File: config.mk
export PLATFORM = sky130hd
export DESIGN_NAME = fetch_queue
export DESIGN_NICKNAME = d
export VERILOG_FILES = /design/src/rtl/fetch_queue.sv
export SDC_FILE = /design/constraint.sdc
export NUM_CORES = 1
export LEC_CHECK = 0
export ABC_AREA = 1
export ABC_CLOCK_PERIOD_IN_PS = 4380
export CORE_MARGIN = 3
export CORE_UTILIZATION = 30
export DETAILED_ROUTE_END_ITERATION = 16
export PLACE_DENSITY = 0.49
export SLEW_MARGIN = 0
export SYNTH_ARGS = -nofsm -noshare
export SYNTH_HDL_FRONTEND = slang
export SYNTH_SLANG_ARGS = --single-unit
export TNS_END_PERCENT = 50
File: constraint.sdc
create_clock -name clk -period 4.38 [get_ports clk]
set_clock_uncertainty 0.1 [all_clocks]
set_input_delay 0.438 -clock clk [delete_from_list [all_inputs] [get_ports clk]]
set_output_delay 0.438 -clock clk [all_outputs]
set_load 0.02 [all_outputs]
File: src/rtl/fetch_queue.sv
// Instruction-fetch front end. It owns the fetch PC and issues pipelined reads to a
// variable-latency instruction memory. Returned words are buffered with their PCs in
// an in-order queue that feeds the IF/ID register. A taken redirect flushes the queue
// and discards every response still in flight.
module fetch_queue #(
  parameter logic [31:0] RESET_PC = 32'h0000_0000,
  parameter int          DEPTH    = 4
) (
  input  logic        clk,
  input  logic        rst,
  output logic        imem_req,
  output logic [31:0] imem_addr,
  input  logic        imem_ack,
  input  logic        imem_rvalid,
  input  logic [31:0] imem_rdata,
  input  logic        redirect,
  input  logic [31:0] redirect_target,
  input  logic        stall,
  output logic        o_valid,
  output logic [31:0] o_com,
  output logic [31:0] o_pc,
  output logic [31:0] o_pc_plus4
);

  localparam int PW = $clog2(DEPTH);
  localparam int CW = PW + 1;

  logic [31:0]   r_fetch_pc;
  logic [31:0]   r_resp_pc;
  logic [31:0]   r_com_mem [DEPTH];
  logic [31:0]   r_pc_mem  [DEPTH];
  logic [PW-1:0] r_rd_ptr;
  logic [PW-1:0] r_wr_ptr;
  logic [CW-1:0] r_count;
  logic [CW-1:0] r_outstanding;
  logic [CW-1:0] r_drop_cnt;

  logic [CW:0]   w_in_use;
  logic          w_credit;
  logic          w_issue;
  logic          w_resp;
  logic          w_drop;
  logic          w_push;
  logic          w_valid;
  logic          w_pop;
  logic [31:0]   w_target;
  logic          w_unused_tgt_lsb;

  // Queued entries plus reads in flight may never exceed the queue size, so every
  // response that is kept is guaranteed a free slot.
  assign w_in_use = {1'b0, r_count} + {1'b0, r_outstanding};
  assign w_credit = w_in_use < (CW+1)'(DEPTH);

  assign imem_req  = !rst && !redirect && w_credit;
  assign imem_addr = r_fetch_pc;
  assign w_issue   = imem_req && imem_ack;

  // A response with nothing outstanding belongs to a request from before reset.
  assign w_resp = !rst && imem_rvalid && (r_outstanding != '0);
  assign w_drop = w_resp && (r_drop_cnt != '0);
  assign w_push = w_resp && !w_drop && !redirect;

  assign w_valid = !rst && (r_count != '0);
  assign w_pop   = w_valid && !stall && !redirect;

  assign w_target         = {redirect_target[31:2], 2'b00};
  assign w_unused_tgt_lsb = &{1'b0, redirect_target[1:0]};

  // Head entry goes straight out of the storage array; no read latency.
  assign o_valid    = w_valid;
  assign o_com      = w_valid ? r_com_mem[r_rd_ptr] : 32'h0;
  assign o_pc       = w_valid ? r_pc_mem[r_rd_ptr] : 32'h0;
  assign o_pc_plus4 = w_valid ? (r_pc_mem[r_rd_ptr] + 32'd4) : 32'h0;

  // PCs, pointers and the three credit counters; redirect overrides everything else.
  // NOTE: sequential state uses non-blocking assignments so every register samples
  // the pre-edge values, independent of statement order.
  always_ff @(posedge clk) begin
    if (rst) begin
      r_fetch_pc    <= RESET_PC;
      r_resp_pc     <= RESET_PC;
      r_rd_ptr      <= '0;
      r_wr_ptr      <= '0;
      r_count       <= '0;
      r_outstanding <= '0;
      r_drop_cnt    <= '0;
    end else if (redirect) begin
      // Every read not returned by the end of this cycle is now stale, including
      // those already marked for drop; a response arriving now is discarded too.
      r_fetch_pc    <= w_target;
      r_resp_pc     <= w_target;
      r_rd_ptr      <= '0;
      r_wr_ptr      <= '0;
      r_count       <= '0;
      r_outstanding <= r_outstanding - CW'(w_resp);
      r_drop_cnt    <= r_outstanding - CW'(w_resp);
    end else begin
      if (w_issue) begin
        r_fetch_pc <= r_fetch_pc + 32'd4;
      end
      r_outstanding <= r_outstanding + CW'(w_issue) - CW'(w_resp);
      if (w_drop) begin
        r_drop_cnt <= r_drop_cnt - CW'(1);
      end
      if (w_push) begin
        r_resp_pc <= r_resp_pc + 32'd4;
        r_wr_ptr  <= r_wr_ptr + PW'(1);
      end
      if (w_pop) begin
        r_rd_ptr <= r_rd_ptr + PW'(1);
      end
      r_count <= r_count + CW'(w_push) - CW'(w_pop);
    end
  end

  // Queue payload: instruction word and the PC it was fetched from.
  // NOTE: the storage array has no reset; r_count alone decides which slots are live.
  always_ff @(posedge clk) begin
    if (w_push) begin
      r_com_mem[r_wr_ptr] <= imem_rdata;
      r_pc_mem[r_wr_ptr]  <= r_resp_pc;
    end
  end

  // The credit rule should make an overflowing push impossible.
  a_no_overflow : assert property (@(posedge clk) disable iff (rst)
    !(w_push && (r_count == CW'(DEPTH))));

endmodule

==> run summary <==
On the backend side, the flow ran end to end.

The total of clock buffers placed in the layout stands at about 45. The maximum cell stage delay along the critical path stands at 660 ps. The number of placed instances, taps included stands at between 2k and 3k. The die covers 56100 µm².

The sequential fraction of the synthesis area stands at 56.0%. The placement row count stands at approximately 83. Total power normalized to cell area comes to 351 nW/µm². The largest register by flop count is r_com_mem. Along the worst path, the maximum fanout reaches 31. The data required time at the worst endpoint stands at 3840 ps. The share of power burned in combinational logic stands at between 6 and 7%. The cell-mix breakdown from Yosys lists the adder-cell area share as about 1.6%.

After routing, the total negative slack on setup checks comes to 0 ps. The die height stands at 237 µm. The tree is rooted in a sky130_fd_sc_hd__clkbuf_16. The register with the most flip-flops in the layout has 128 of them.

The non-clock buffer area fraction after layout stands at 10.7%. In this run the post-CTS setup repair buffer count came out at 0. The global routing met1 resource utilization stands at between 20% and 30%. The switching portion of total power comes to 23.8%.

The most critical min-delay path falls under in2reg. The net load switching power stands at around 1.6 mW. 1318 cells are multi-input combinational gates. The flow ran to the end, and the final reports show no timing, DRC or antenna violations. The share of power burned in the clock network stands at between 40% and 50%. The relative max-transition margin stands at a little over two fifths.

Post-synth the commonest register cell is sky130_fd_sc_hd__edfxtp_1. The combinational cell power stands at 0.460 mW. During tapcell insertion the tool placed 680 well taps. The estimated wirelength of the detail-placed design stands at about 32000 µm. The maximum number of pins on one net before global-route repair stands at 63. In this run the cell area of the synthesized design comes to 16000 µm². The detailed-routing wirelength on met1 stands at 22300 µm. The final layout contains a sequential cell count of between 300 and 400. The capture point of the worst register-to-register path is recorded as r_outstanding[2]$_SDFF_PP0_.
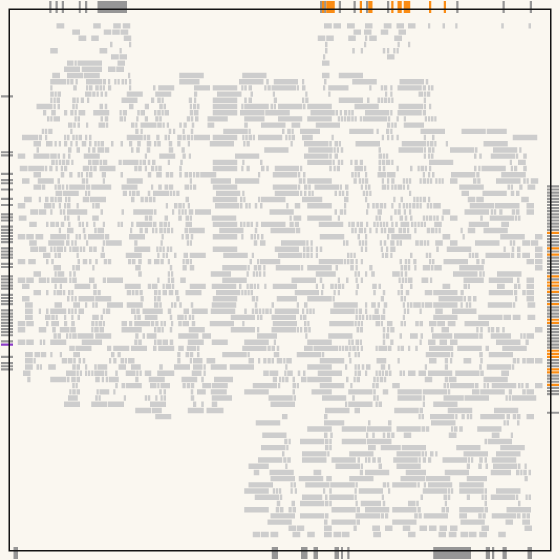
pinout.png
Pins as bars across the die edge, other pins in grey.
o_pc -> orange  # pins 32, direction output, edge 16 north, 16 east
rst -> purple  # pins 1, direction input, edge west

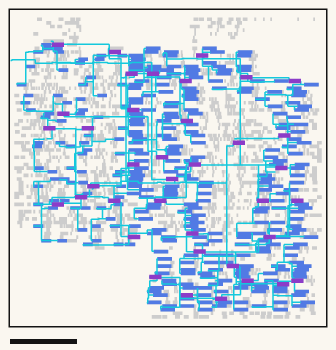
clock_wires.png
Scale bar: 50 µm.
flip-flops -> blue  # count 323
clock-net drivers -> purple  # count 38
clock wires -> cyan  # length 4480 µm
routed clock nets = 39

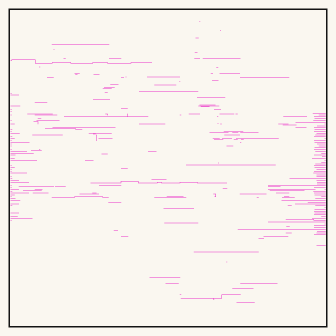
m3.png
main direction = horizontal
longest straight run = 66.9 µm
share of all routed wire = 5.6%
nets with wire on the layer = 183

Power and IR drop assume default switching activity.
